**Track usage over the die**

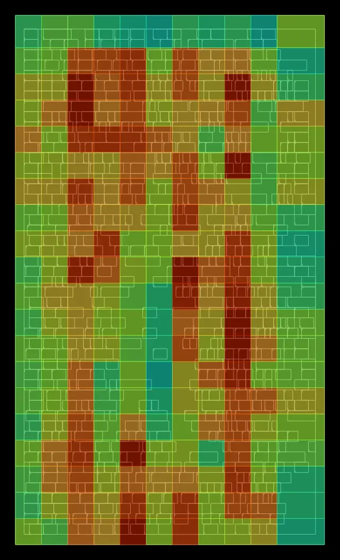
**Nets reached from selected ports**

Scale bar: 20 um.
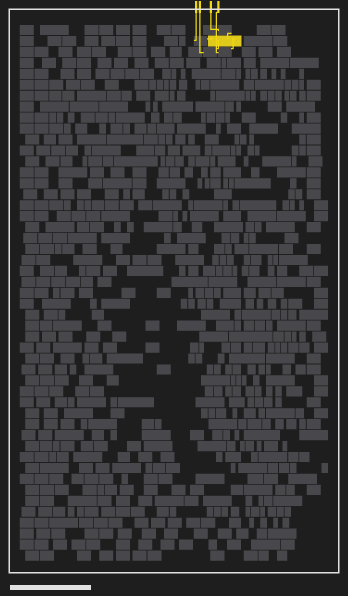
**M1 wires**

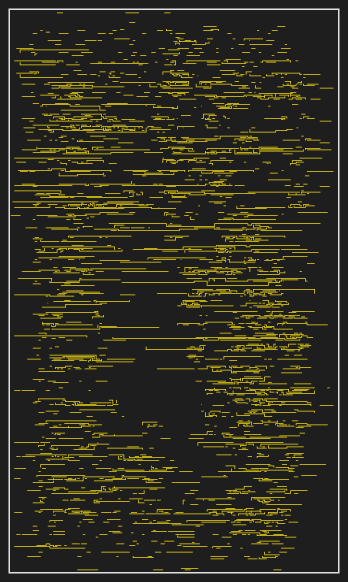
**Clock distribution**

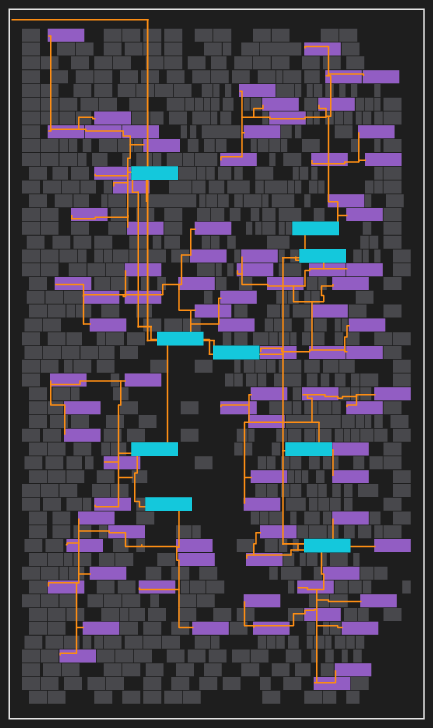
--- src/rtl/rsa_mont_arbiter.sv ---
// Round-robin arbiter sharing one RSAMont engine between N_REQ requesters.
// One job in flight: accept -> issue to engine -> wait for result -> return to owner.
package rsa_mont_pkg;
    localparam int MOD_WIDTH = 8;

    typedef struct packed {
        logic [MOD_WIDTH-1:0] base;
        logic [MOD_WIDTH-1:0] msg;
        logic [MOD_WIDTH-1:0] key;
        logic [MOD_WIDTH-1:0] modulus;
    } RSAMontModIn;

    typedef struct packed {
        logic [MOD_WIDTH-1:0] result;
    } RSAMontModOut;
endpackage

module rsa_mont_arbiter
    import rsa_mont_pkg::*;
#(
    parameter int N_REQ = 4,
    parameter int CNT_W = 32,
    localparam int IW = (N_REQ > 1) ? $clog2(N_REQ) : 1
) (
    input  logic                          clk,
    input  logic                          rst,
    input  logic [N_REQ-1:0]              req_valid,
    output logic [N_REQ-1:0]              req_ready,
    input  RSAMontModIn [N_REQ-1:0]       req_in,
    output logic [N_REQ-1:0]              resp_valid,
    input  logic [N_REQ-1:0]              resp_ready,
    output RSAMontModOut                  resp_out,
    output logic                          eng_i_valid,
    input  logic                          eng_i_ready,
    output RSAMontModIn                   eng_i_in,
    input  logic                          eng_o_valid,
    output logic                          eng_o_ready,
    input  RSAMontModOut                  eng_o_out,
    output logic [IW-1:0]                 owner,
    output logic                          busy,
    output logic                          err_spurious,
    output logic [CNT_W-1:0]              busy_cycles
);

    typedef enum logic [1:0] {IDLE, ISSUE, WAIT, RESP} state_t;

    state_t         state;
    logic [IW-1:0]  rr_ptr;
    logic [IW-1:0]  grant_idx;
    logic           grant_found;
    logic           rst_d;

    always_comb begin
        int k;
        logic [IW-1:0] k_idx;
        grant_found = 1'b0;
        grant_idx   = '0;
        for (int i = 0; i < N_REQ; i++) begin
            k     = (int'(rr_ptr) + i) % N_REQ;
            k_idx = IW'(k);
            if (!grant_found && req_valid[k_idx]) begin
                grant_found = 1'b1;
                grant_idx   = k_idx;
            end
        end
    end

    // Accept is blocked during reset and for the first cycle after it.
    always_comb begin
        req_ready = '0;
        if (state == IDLE && !rst && !rst_d && grant_found)
            req_ready[grant_idx] = 1'b1;
    end

    assign busy = (state != IDLE);

    always_ff @(posedge clk) begin
        if (rst) begin
            state        <= IDLE;
            rr_ptr       <= '0;
            owner        <= '0;
            eng_i_in     <= '0;
            resp_out     <= '0;
            eng_i_valid  <= 1'b0;
            eng_o_ready  <= 1'b0;
            resp_valid   <= '0;
            err_spurious <= 1'b0;
            busy_cycles  <= '0;
            rst_d        <= 1'b1;
        end else begin
            rst_d <= 1'b0;

            if (busy && (busy_cycles != {CNT_W{1'b1}}))
                busy_cycles <= busy_cycles + 1'b1;

            // A result outside WAIT is flagged and dropped; the FSM ignores it.
            if (eng_o_valid && state != WAIT)
                err_spurious <= 1'b1;

            case (state)
                IDLE: begin
                    if (|req_ready) begin
                        eng_i_in    <= req_in[grant_idx];
                        owner       <= grant_idx;
                        rr_ptr      <= (grant_idx == IW'(N_REQ - 1)) ? '0 : grant_idx + 1'b1;
                        eng_i_valid <= 1'b1;
                        state       <= ISSUE;
                    end
                end
                ISSUE: begin
                    if (eng_i_ready) begin
                        eng_i_valid <= 1'b0;
                        eng_o_ready <= 1'b1;
                        state       <= WAIT;
                    end
                end
                WAIT: begin
                    if (eng_o_valid) begin
                        resp_out          <= eng_o_out;
                        eng_o_ready       <= 1'b0;
                        resp_valid[owner] <= 1'b1;
                        state             <= RESP;
                    end
                end
                RESP: begin
                    if (resp_ready[owner]) begin
                        resp_valid <= '0;
                        state      <= IDLE;
                    end
                end
                default: state <= IDLE;
            endcase
        end
    end

endmodule

--- config.mk ---
export PLATFORM = sky130hd
export DESIGN_NAME = rsa_mont_arbiter
export DESIGN_NICKNAME = d
export VERILOG_FILES = /design/src/rtl/rsa_mont_arbiter.sv
export SDC_FILE = /design/constraint.sdc
export NUM_CORES = 1
export LEC_CHECK = 0
export CORE_ASPECT_RATIO = 1.75
export CORE_MARGIN = 2
export CORE_UTILIZATION = 43
export DETAILED_ROUTE_END_ITERATION = 10
export PLACE_DENSITY = 0.86
export REMOVE_ABC_BUFFERS = 1
export SLEW_MARGIN = 10
export SYNTH_ARGS = -nofsm -noshare
export SYNTH_HDL_FRONTEND = slang
export SYNTH_SLANG_ARGS = --single-unit
--- constraint.sdc ---
create_clock -name clk -period 4.93 [get_ports clk]
set_input_delay 0.493 -clock clk [delete_from_list [all_inputs] [get_ports clk]]
set_output_delay 0.493 -clock clk [all_outputs]
set_load 0.05 [all_outputs]
==> impl_metrics.yaml <==
# physical design summary
floorplanning:
  initial_utilization_pct: 44.1
  chipArea_mm2: 0.0114
  die-width_um: 81.5
  coreArea_mm2: 0.0102
  taps: 127
power_and_ir_drop:
  total_power_uw: 2470
  vdd_drop_max_mv: 0.188
  combPwrFrac_pct: 37.7
  p_int_uw: 1590
  pwr.group.sequential_uw: 824
  pwr_density_cell_mw_per_mm2: 341
  leakage_uw: 0.00275
final_layout:
  drive_above_1_share_pct: 4.90
  bufAreaShareNonClock_pct: 32.7
  nMultiInputCombCells: 382
  comb_share_pct: 36.3
  syn2layout_area_growth_pct: 60.3
  n_all_inverters: 12
  nClkBuffers: 10
  seq_cells: 86
  fillers: 794
  clock_cell_area_share_pct: 4.32
  seq_share_pct: 23.8
  lay_top_cells: "clkdlybuf4s50_1, dfxtp_1, mux2i_1"
routing:
  ant_nets: 0
  dr_total_vias: 5005
critical_path:
  critPathMaxFanout: 9
  start_kind: "input port"
  r2r_end: "state[0]$_SDFFE_PP0P_"
  critPathRequiredTime_ns: 4.44
  cpMaxStageDelayCell: "clkdlybuf4s50_1"
  end_kind: "primary output"
synth:
  yosys.stat.chipArea_mm2: 0.00452
  synthTopLogicFamily: "simple AND/OR/NAND/NOR gates"
  top_cells_by_count: "dfxtp_1, mux2i_1, nand3_1, a21oi_1, nand2_1"
  ys_types: 47
  top_cells_by_area: "dfxtp_1, mux2i_1, o221ai_1"
  synthArstFlopShare_pct: 0
  numSynthFlops: 86
  mux_share_pct: 15.8
  syn_avg_cell_area_um2: 8.83
  ys_cells: 512
hold_path:
  hold_class: "reg2reg"
placed_design:
  routabilityCongestion: 0.892
  place_area_mm2: 0.00693
  dp.cells: 846
timing:
  min_period_ns: 4.03
  holdWs_ns: 0.454
  fin_skew_ns: 0.00622
  fin_setup_tns_ns: 0
  relSlewSlack_pct: 32.7
  rsz0062_at_grt: "false"
  hold_viol: 0
  tightest_slew_ns: 1.00
global_route:
  overflow: 0
  antenna_found_initial: 0
  grt_max_degree: 53
clocking:
  path_clk_slew_ns: 0.06
  post_cts_buffers: 0
  htree_levels: 3
  numCtsBuffers: 9
  cts_resized: 0
  clockBufferDepth: 2
run_status:
  outcome: "finished, final reports clean"
flow_run:
  maxCapViolCount: 0
Back to the opening pictures, 'track usage over the die':
fin util: 70.8%
drt wl/cell: 17.6 um

Back to the opening pictures, 'nets reached from selected ports':
colour	port	direction	end cells	buffers	wire
yellow	`resp_ready`	input	1	4	46.5 um

Back to the opening pictures, 'M1 wires':
longest straight run	22.5 um
share of all routed wire	34%
wire length on this layer	5240 um
main direction	horizontal
nets with wire on the layer	770

Back to the opening pictures, 'clock distribution':
[orange] clock wires | length: 1050 um
[purple] flip-flops | count: 86
[cyan] clock drivers | count: 9
routed clock nets	10
flops lie	spread over the die

-- worst max-delay path: cells and delay by family --
kind	cells	cell delay, ns
AND-OR/OR-AND	1	0.70
AND/OR/NAND/NOR	4	0.94
buffers and inverters	2	1.41
-- registers in the layout (all words and copies together), names as in the netlist --
name,count
busy_cycles,32
err_spurious,1
resp_valid,4
resp_out,8
eng_i_valid,1
state,2
owner,2
rr_ptr,2
eng_i_in,32
eng_o_ready,1
rst_d,1
-- routing by layer --
| metal | global-route usage [%] | up-vias | share of wire (%) |
|---|---|---|---|
| met5 | 0 | - | 0 |
| met4 | 13.6 | 0 | 3.6 |
| met3 | 6.81 | 32 | 7.8 |
| met2 | 49.0 | 206 | 54 |
| met1 | 26.5 | 2381 | 34 |
| li1 | - | 2386 | - |
